--- config.mk ---
export PLATFORM = sky130hd
export DESIGN_NAME = ahb_bus_arbiter
export DESIGN_NICKNAME = d
export VERILOG_FILES = /design/src/rtl/ahb_bus_arbiter.sv
export SDC_FILE = /design/constraint.sdc
export NUM_CORES = 1
export LEC_CHECK = 0
export CAP_MARGIN = 15
export CORE_MARGIN = 2
export CORE_UTILIZATION = 29
export DETAILED_ROUTE_END_ITERATION = 10
export HOLD_SLACK_MARGIN = 0.12
export REMOVE_ABC_BUFFERS = 1
export SYNTH_ARGS = -nofsm -noshare
export SYNTH_HDL_FRONTEND = slang
export SYNTH_SLANG_ARGS = --single-unit
--- constraint.sdc ---
create_clock -name HCLK -period 4.9 [get_ports HCLK]
set_clock_uncertainty 0.05 [all_clocks]
set_input_delay 0.98 -clock HCLK [delete_from_list [all_inputs] [get_ports HCLK]]
set_output_delay 0.98 -clock HCLK [all_outputs]
set_load 0.05 [all_outputs]
--- src/rtl/ahb_bus_arbiter.sv ---
// Round-robin AHB arbiter with default-master parking and locked transfers.
// Define ARB_BURST_HOLD_EN to hold the grant until the last beat of fixed bursts.
module ahb_bus_arbiter #(
    parameter int NUM_MASTERS    = 4,
    parameter int DEFAULT_MASTER = 0
) (
    input  logic                   HCLK,
    input  logic                   HRESET,
    input  logic [NUM_MASTERS-1:0] HBUSREQ,
    input  logic [NUM_MASTERS-1:0] HLOCK,
    input  logic [1:0]             HTRANS,
    input  logic [2:0]             HBURST,
    input  logic                   HREADY,
    input  logic [1:0]             HRESP,
    output logic [NUM_MASTERS-1:0] HGRANT,
    output logic [3:0]             HMASTER,
    output logic                   HMASTLOCK
);
    localparam int IW = $clog2(NUM_MASTERS);
    localparam logic [IW-1:0] DEF = IW'(DEFAULT_MASTER);

    localparam logic [1:0] T_IDLE   = 2'b00;
    localparam logic [1:0] T_BUSY   = 2'b01;
    localparam logic [1:0] T_NONSEQ = 2'b10;
    localparam logic [1:0] T_SEQ    = 2'b11;
    localparam logic [2:0] B_INCR   = 3'b001;

`ifdef ARB_BURST_HOLD_EN
    typedef enum logic [1:0] {PARK, OWN, BURST, LOCK} state_t;
    logic [3:0] cnt, cnt_nx, burst_len;
`else
    typedef enum logic [1:0] {PARK, OWN, LOCK} state_t;
`endif

    state_t        state, state_nx;
    logic [IW-1:0] owner, owner_nx;
    logic [IW-1:0] rr, rr_nx;
    logic [IW-1:0] win, idx;
    logic          win_ok;
    logic          force_arb, force_nx;
    logic          arb;

    // Round-robin search starting just after the last winner
    always_comb begin
        win    = DEF;
        win_ok = 1'b0;
        idx    = '0;
        for (int i = 1; i <= NUM_MASTERS; i++) begin
            idx = IW'((int'(rr) + i) % NUM_MASTERS);
            if (!win_ok && HBUSREQ[idx]) begin
                win    = idx;
                win_ok = 1'b1;
            end
        end
    end

`ifdef ARB_BURST_HOLD_EN
    always_comb begin
        unique case (HBURST)
            3'b010, 3'b011: burst_len = 4'd3;
            3'b100, 3'b101: burst_len = 4'd7;
            3'b110, 3'b111: burst_len = 4'd15;
            default:        burst_len = 4'd0;
        endcase
    end
`endif

    always_comb begin
        state_nx = state;
        owner_nx = owner;
        rr_nx    = rr;
        force_nx = force_arb;
        arb      = 1'b0;
`ifdef ARB_BURST_HOLD_EN
        cnt_nx   = cnt;
`endif
        if (!HREADY) begin
            // Non-OKAY response: abandon the burst, re-arbitrate when it completes
            if (HRESP != 2'b00) begin
                force_nx = 1'b1;
`ifdef ARB_BURST_HOLD_EN
                cnt_nx   = '0;
`endif
            end
        end else begin
            force_nx = 1'b0;
            unique case (state)
                PARK, OWN: begin
                    if (HLOCK[owner]) begin
                        state_nx = LOCK;
                    end else if (force_arb) begin
                        arb = 1'b1;
`ifdef ARB_BURST_HOLD_EN
                    end else if (HTRANS == T_NONSEQ && burst_len != 4'd0) begin
                        state_nx = BURST;
                        cnt_nx   = burst_len;
`endif
                    end else if (HTRANS == T_BUSY) begin
                        state_nx = OWN;
                    end else if (HBURST == B_INCR && HTRANS != T_IDLE
                                 && HBUSREQ[owner]) begin
                        state_nx = OWN;
                    end else begin
                        arb = 1'b1;
                    end
                end
`ifdef ARB_BURST_HOLD_EN
                BURST: begin
                    if (HLOCK[owner]) begin
                        state_nx = LOCK;
                    end else if (force_arb) begin
                        arb = 1'b1;
                    end else begin
                        unique case (HTRANS)
                            T_SEQ: begin
                                if (cnt <= 4'd1) arb = 1'b1;
                                else cnt_nx = cnt - 4'd1;
                            end
                            T_NONSEQ: begin
                                if (burst_len != 4'd0) cnt_nx = burst_len;
                                else arb = 1'b1;
                            end
                            T_BUSY: state_nx = BURST;
                            default: arb = 1'b1;
                        endcase
                    end
                end
`endif
                LOCK: begin
                    // Owner keeps the bus for one more edge after unlocking
                    if (!HLOCK[owner]) begin
                        state_nx = OWN;
`ifdef ARB_BURST_HOLD_EN
                        cnt_nx   = '0;
`endif
                    end
                end
                default: arb = 1'b1;
            endcase
            if (arb) begin
                state_nx = win_ok ? OWN : PARK;
                owner_nx = win;
                if (win_ok) rr_nx = win;
`ifdef ARB_BURST_HOLD_EN
                cnt_nx   = '0;
`endif
            end
        end
    end

    always_ff @(posedge HCLK) begin
        if (HRESET) begin
            state     <= PARK;
            owner     <= DEF;
            rr        <= DEF;
            force_arb <= 1'b0;
`ifdef ARB_BURST_HOLD_EN
            cnt       <= '0;
`endif
            HGRANT    <= NUM_MASTERS'(1) << DEF;
            HMASTER   <= 4'(DEF);
            HMASTLOCK <= 1'b0;
        end else begin
            state     <= state_nx;
            owner     <= owner_nx;
            rr        <= rr_nx;
            force_arb <= force_nx;
`ifdef ARB_BURST_HOLD_EN
            cnt       <= cnt_nx;
`endif
            HGRANT    <= NUM_MASTERS'(1) << owner_nx;
            if (HREADY) begin
                HMASTER   <= 4'(owner);
                HMASTLOCK <= HLOCK[owner];
            end
        end
    end
endmodule

### Signal wires on met3, run 1

Scale: 8 px per µm.
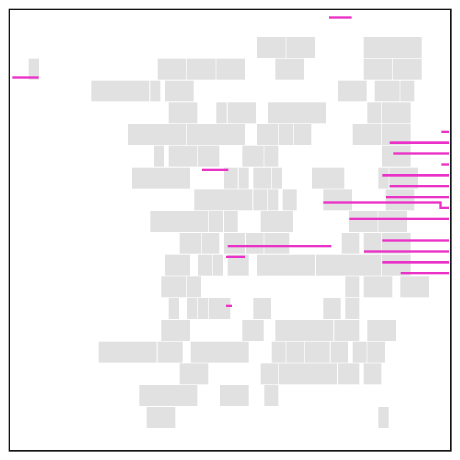
nets with wire on the layer: 16
longest straight run: 14.5 µm
wire length on this layer: 122 µm
total wire length: 1.783 mm
met3 GRT Util: 3.495%
via count: 690

### Met2 routing, run 1

Scale: 8 px per µm.
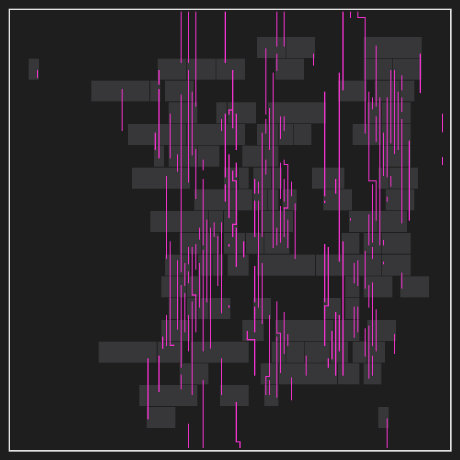
nets with wire on the layer: 108
longest straight run: 23.5 µm
wire length on this layer: 846 µm
M2 GR Usage: 24.01%

### Pin map, run 1

Scale: 8 px per µm. Pins as bars across the die edge, other pins in gray.
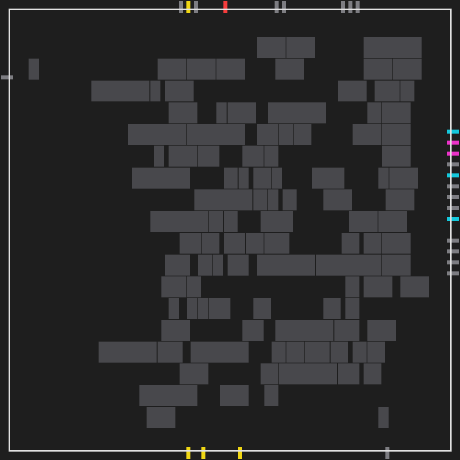
[cyan] HBURST | pins: 3 | direction: input | edge: right
[magenta] HRESP | pins: 2 | direction: input | edge: right
[red] HMASTLOCK | pins: 1 | direction: output | edge: top
[yellow] HGRANT | pins: 4 | direction: output | edge: 3 bottom, 1 top
Die Y: 55.01 µm
die width: 55.01 µm

==> impl_metrics.py, run 1 <==
# Auto-generated metrics
metrics = {
    "synth": {
        "synth.logic.top_family": "simple AND/OR/NAND/NOR gates",
        "muxShareOfSynthArea_pct": 11.11,
        "top_area_share_pct": 37.15,
        "synth-adder-area-share_pct": 0,
        "compound_area_share_pct": 17.25,
        "yosysSeqAreaShare_pct": 37.15,
        "synth_area_um2": 754.5,
        "ys_top_cells_by_count": "14 x dfxtp_1, 6 x nand2b_1, 6 x nor2_1, 6 x nor3_1",
        "synth.largest_area_cell": "dfxtp_1",
    },
    "setup_path": {
        "ff2ff_path_depth": 5,
        "cpMaxStageDelayCell": "mux4_2",
        "reg2reg_to": "HGRANT[0]$_SDFF_PP1_",
        "critical_path_depth": 6,
        "rrSetupSlack_ns": 2.71,
        "r2r_start": "owner[0]$_SDFF_PP0_",
        "max_stage_delay_ns": 0.48,
        "arrival_ns": 2.92,
        "endpoint": "HGRANT[0]$_SDFF_PP1_",
        "critPathMaxFanout": 13,
    },
    "power": {
        "p_leak_nw": 0.3730,
        "clk-power_uw": 66.5,
        "powerSeq_uw": 130,
        "p_comb_uw": 77.3,
    },
    "placed_design": {
        "pre_cts_ws_ns": 1.816,
        "place_hpwl_mm": 1.369,
        "port_buffers": 24,
    },
    "sta": {
        "grt_setup_unrepaired": "no",
    },
    "routing": {
        "drt_iter0_markers": 4,
        "drc": 0,
    },
    "grt": {
        "grt_max_degree": 16,
    },
    "status": {
        "status": "completed",
    },
    "finish": {
        "seq_share_pct": 27.69,
        "flops": 14,
        "comb_share_pct": 41.53,
        "seq_area_um2": 280.3,
        "syn_to_final_growth_pct": 34.16,
    },
    "cts": {
        "clk_path_buf_depth": 2,
        "postCtsResizedCells": 0,
        "cts_root_buffer": "clkbuf_4",
        "htree_levels": 1,
    },
    "floorplan": {
        "rows": 18,
        "tapCellCount": 30,
    },
}
[run 1: per-stage QoR]
step	util (%)	hold WS [ns]	cells	cell area (µm²)	total power, mW
4_1_cts	40.86	0.4036	136	1012	0.2751
3_3_place_gp	39.95	0.3888	133	989.7	0.2093
2_1_floorplan	-	0.3712	79	711.9	0.1783
5_1_grt	40.86	0.4271	136	1012	0.2884
3_5_place_dp	39.95	0.3921	133	989.7	0.2107
6_report	40.86	0.4001	136	1012	0.2741
[run 1: registers in the layout (all words and copies together) (netlist names)]
register	count
state	2
owner	2
HMASTLOCK	1
HMASTER	2
rr	2
force_arb	1
HGRANT	4
[run 1: per-layer routing]
layer / global-route usage (%) / vias to the layer above
met2: 24.01 / 19
met5: 0 / -
met4: 7.317 / 0
li1: - / 353
met3: 3.495 / 5
met1: 13.96 / 313
### Routing congestion map, run 1

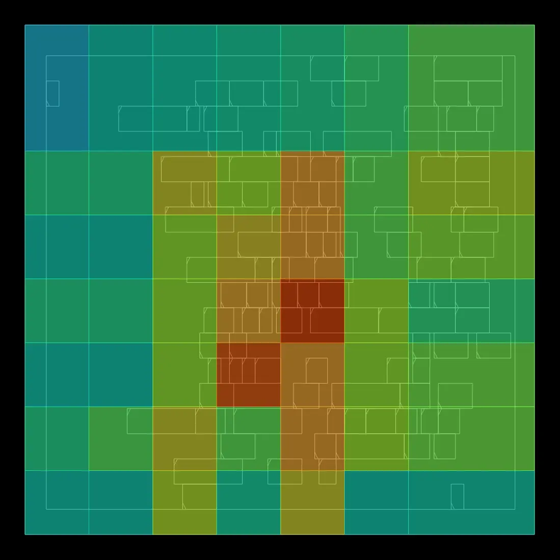

==> inputs of run 2 (changes only) <==
==> constraint.sdc (replaced) <==
create_clock -name HCLK -period 2.6 [get_ports HCLK]
set_clock_uncertainty 0.05 [all_clocks]
set_input_delay 0.52 -clock HCLK [delete_from_list [all_inputs] [get_ports HCLK]]
set_output_delay 0.52 -clock HCLK [all_outputs]
set_load 0.05 [all_outputs]
### Routing congestion map, run 2

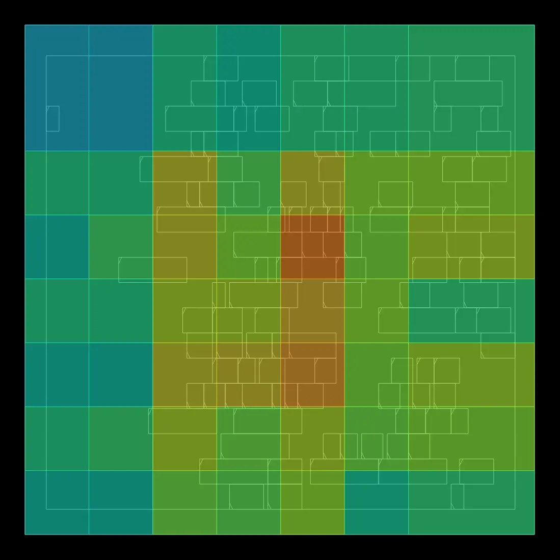
Tot GR Track Use: 12.81%
M2 GR Usage: 21.23%

==> impl_metrics.py, run 2 <==
# Auto-generated metrics
metrics = {
    "setup_path": {
        "start_kind": "primary input",
        "rrSetupSlack_ns": 0.49,
        "ff2ff_path_depth": 5,
        "r2r_start": "owner[0]$_SDFF_PP0_",
        "crit_start": "HBUSREQ[3]",
        "reg2reg_to": "HGRANT[0]$_SDFF_PP1_",
        "cpMaxStageDelayCell": "mux4_2",
        "endpoint": "HGRANT[0]$_SDFF_PP1_",
        "critPathMaxFanout": 5,
        "max_stage_delay_ns": 0.49,
    },
    "synth": {
        "ys_top_cells_by_count": "14 x dfxtp_1, 6 x nand2b_1, 6 x nor2_1, 6 x nor3_1",
        "synth.logic.top_family": "simple AND/OR/NAND/NOR gates",
        "yosysSeqAreaShare_pct": 37.15,
        "top_area_share_pct": 37.15,
        "muxShareOfSynthArea_pct": 11.11,
    },
    "sta": {
        "holdWs_ns": 0.4036,
        "grt_setup_unrepaired": "no",
    },
    "cts": {
        "cts_root_buffer": "clkbuf_4",
        "htree_levels": 1,
    },
    "grt": {
        "grt_max_degree": 16,
        "busiest_layer": "met2",
    },
    "power": {
        "p_leak_nw": 0.4003,
        "powerSeq_uw": 246,
        "p_total_uw": 556.9,
    },
    "finish": {
        "final_cells": 141,
        "largest_reg_flops": 4,
        "regMostFlops": "HGRANT",
        "syn_to_final_growth_pct": 39.97,
    },
    "routing": {
        "dr_total_vias": 710,
        "drt_iter0_markers": 12,
        "wirelength_mm": 1.839,
    },
    "status": {
        "status": "completed",
    },
    "placed_design": {
        "port_buffers": 24,
        "place_hpwl_mm": 1.405,
        "dpl-instance-area_mm2": 0.001020,
        "pre_cts_ws_ns": 0.06287,
        "place_inst": 137,
    },
    "floorplan": {
        "die_w_um": 55.01,
    },
}
-- run 2: cell counts after synthesis --
Identical to the previous run, type by type.
-- run 2: cell type report --
cell class | count | area (µm²) | area share, %
well taps | 30 | 37.54 | 3.555
inverters | 3 | 11.26 | 1.066
clock buffers | 4 | 36.28 | 3.436
multi-input cells | 62 | 420.4 | 39.81
flip-flops and latches | 14 | 280.3 | 26.54
repair buffers | 28 | 270.3 | 25.59
-- run 2: critical path, delay by kind of cell --
| kind | cells | cell delay [ns] |
|---|---|---|
| AND-OR/OR-AND | 3 | 0.82 |
| buffers and inverters | 1 | 0.47 |
| multiplexers | 1 | 0.49 |
| AND/OR/NAND/NOR | 1 | 0.05 |
### Pin map, run 2

Scale: 8 px per µm. Pins as bars across the die edge, other pins in gray.
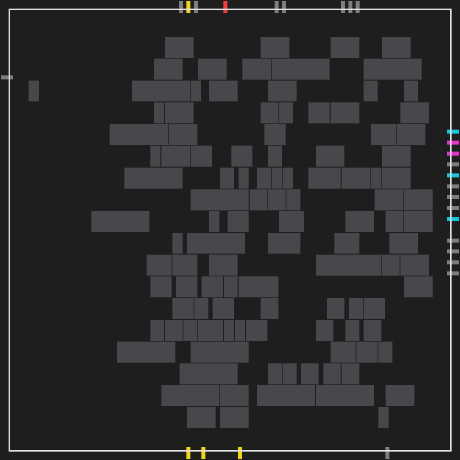

==> inputs of run 3 (changes only) <==
--- a/config.mk
+++ b/config.mk
@@ -6,6 +6,7 @@
 export NUM_CORES = 1
 export LEC_CHECK = 0
 export CAP_MARGIN = 15
+export CORE_ASPECT_RATIO = 2
 export CORE_MARGIN = 2
 export CORE_UTILIZATION = 29
 export DETAILED_ROUTE_END_ITERATION = 10
==> constraint.sdc (replaced) <==
create_clock -name HCLK -period 2.48 [get_ports HCLK]
set_clock_uncertainty 0.05 [all_clocks]
set_input_delay 0.496 -clock HCLK [delete_from_list [all_inputs] [get_ports HCLK]]
set_output_delay 0.496 -clock HCLK [all_outputs]
set_load 0.05 [all_outputs]
### Pin map, run 3

Scale: 8 px per µm. Pins as bars across the die edge, other pins in gray.
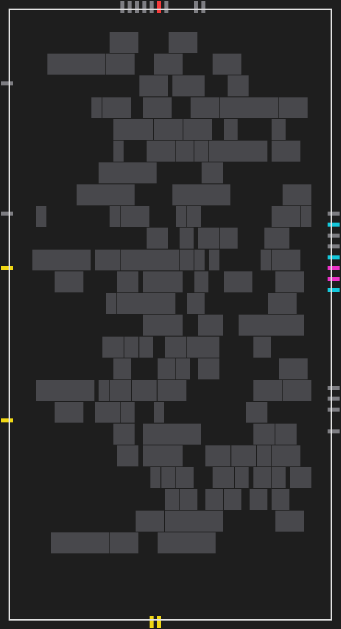
[cyan] HBURST | pins: 3 | direction: input | edge: right
[magenta] HRESP | pins: 2 | direction: input | edge: right
[yellow] HGRANT | pins: 4 | direction: output | edge: 2 bottom, 2 left
[red] HMASTLOCK | pins: 1 | direction: output | edge: top
all pins by edge: 12 right, 9 top, 4 left, 2 bottom
port bufs: 24
Die Y: 76.13 µm
die width: 40.07 µm

==> impl_metrics.py, run 3 <==
# Auto-generated metrics
metrics = {
    "status": {
        "status": "completed",
    },
    "finish": {
        "logic_area_um2": 420.4,
        "comb_share_pct": 37.63,
        "inv_count": 3,
        "flops": 14,
        "largest_reg_flops": 4,
        "nNonClkBuffers": 34,
        "final_cells": 145,
        "buf_share_pct": 28.22,
        "regMostFlops": "HGRANT",
        "clkCellAreaFrac_pct": 4.927,
        "seq_area_um2": 280.3,
        "fin_area_mm2": 0.001117,
        "fill_cells": 260,
        "nMultiInputCombCells": 62,
        "seq_share_pct": 25.08,
        "largestClassByArea": "combinational gates",
        "fin_util_pct": 44.61,
        "syn_to_final_growth_pct": 48.09,
        "clkbuf_count": 4,
    },
    "cts": {
        "postCtsResizedCells": 0,
        "htree_levels": 1,
        "clock_latency_ns": 0.25,
        "cts_root_buffer": "clkbuf_8",
        "cts_tree": "built",
        "clk_path_buf_depth": 2,
    },
    "power": {
        "powerSeq_uw": 258,
        "p_comb_uw": 169,
        "p_int_uw": 466.4,
        "p_total_uw": 655.6,
        "p_leak_nw": 0.4372,
        "clk-power_uw": 228,
    },
    "placed_design": {
        "dpl-instance-area_mm2": 0.001062,
        "place_hpwl_mm": 1.587,
        "place_inst": 141,
        "pre_cts_ws_ns": 0.08569,
    },
    "synth": {
        "ys_top_cells_by_count": "14 x dfxtp_1, 6 x nand2b_1, 6 x nor2_1, 6 x nor3_1",
        "top_area_share_pct": 37.15,
        "yosysSeqAreaShare_pct": 37.15,
        "synth_area_um2": 754.5,
        "synth.largest_area_cell": "dfxtp_1",
        "synth.avg_cell_area_um2": 8.876,
    },
    "hold_path": {
        "min_path_cells": 2,
        "holdPathEnd": "state[0]$_SDFFE_PP0P_",
    },
    "floorplan": {
        "tapCellCount": 28,
        "rows": 26,
    },
    "sta": {
        "grt_setup_unrepaired": "no",
        "setup_viol_count_final": 0,
        "fin_setup_tns_ns": 0,
        "holdWs_ns": 0.4073,
    },
    "setup_path": {
        "reg2reg_to": "HGRANT[0]$_SDFF_PP1_",
        "ff2ff_path_depth": 5,
        "critical_path_depth": 6,
        "r2r_start": "owner[0]$_SDFF_PP0_",
        "crit_start": "HBUSREQ[2]",
        "cp.buffers_inverters": 1,
        "start_kind": "primary input",
        "rrSetupSlack_ns": 0.45,
        "endpoint": "HGRANT[0]$_SDFF_PP1_",
        "arrival_ns": 2.22,
        "cpMaxStageDelayCell": "mux4_2",
        "critPathMaxFanout": 5,
        "cp_top_family": "AND-OR/OR-AND gates",
    },
    "routing": {
        "drc": 0,
        "wirelength_mm": 1.958,
        "dr_total_vias": 713,
    },
    "grt": {
        "track_usage_pct": 14.67,
        "grt_max_degree": 10,
        "grt_pass1_vias": 756,
    },
}
[run 3: cell counts after synthesis]
Identical to the previous run, type by type.
[run 3: logic make-up after synthesis]
group           synth area share (%)
compound gates                 17.25
buf+inv                        7.628
flops                          37.15
mux                            11.11
other cells                   0.4970
simple gates                   26.37
[run 3: worst register-to-register path, stage by stage, from the launching register on]
cell and delay [ns]:
dfxtp_1 0.50, mux4_2 0.55, a31oi_1 0.21, o311a_2 0.25, nor3_1 0.05, a311o_1 0.32
[run 3: metal layers]
layer  vias up  global-route usage, %  part of all wire [%]
li1        368                      -                     -
met5         -                      0                     0
met4         0                  8.276                   3.7
met3         8                  3.499                   5.8
met1       315                  14.73                    37
met2        22                  24.84                    53
Power and IR drop assume default switching activity.
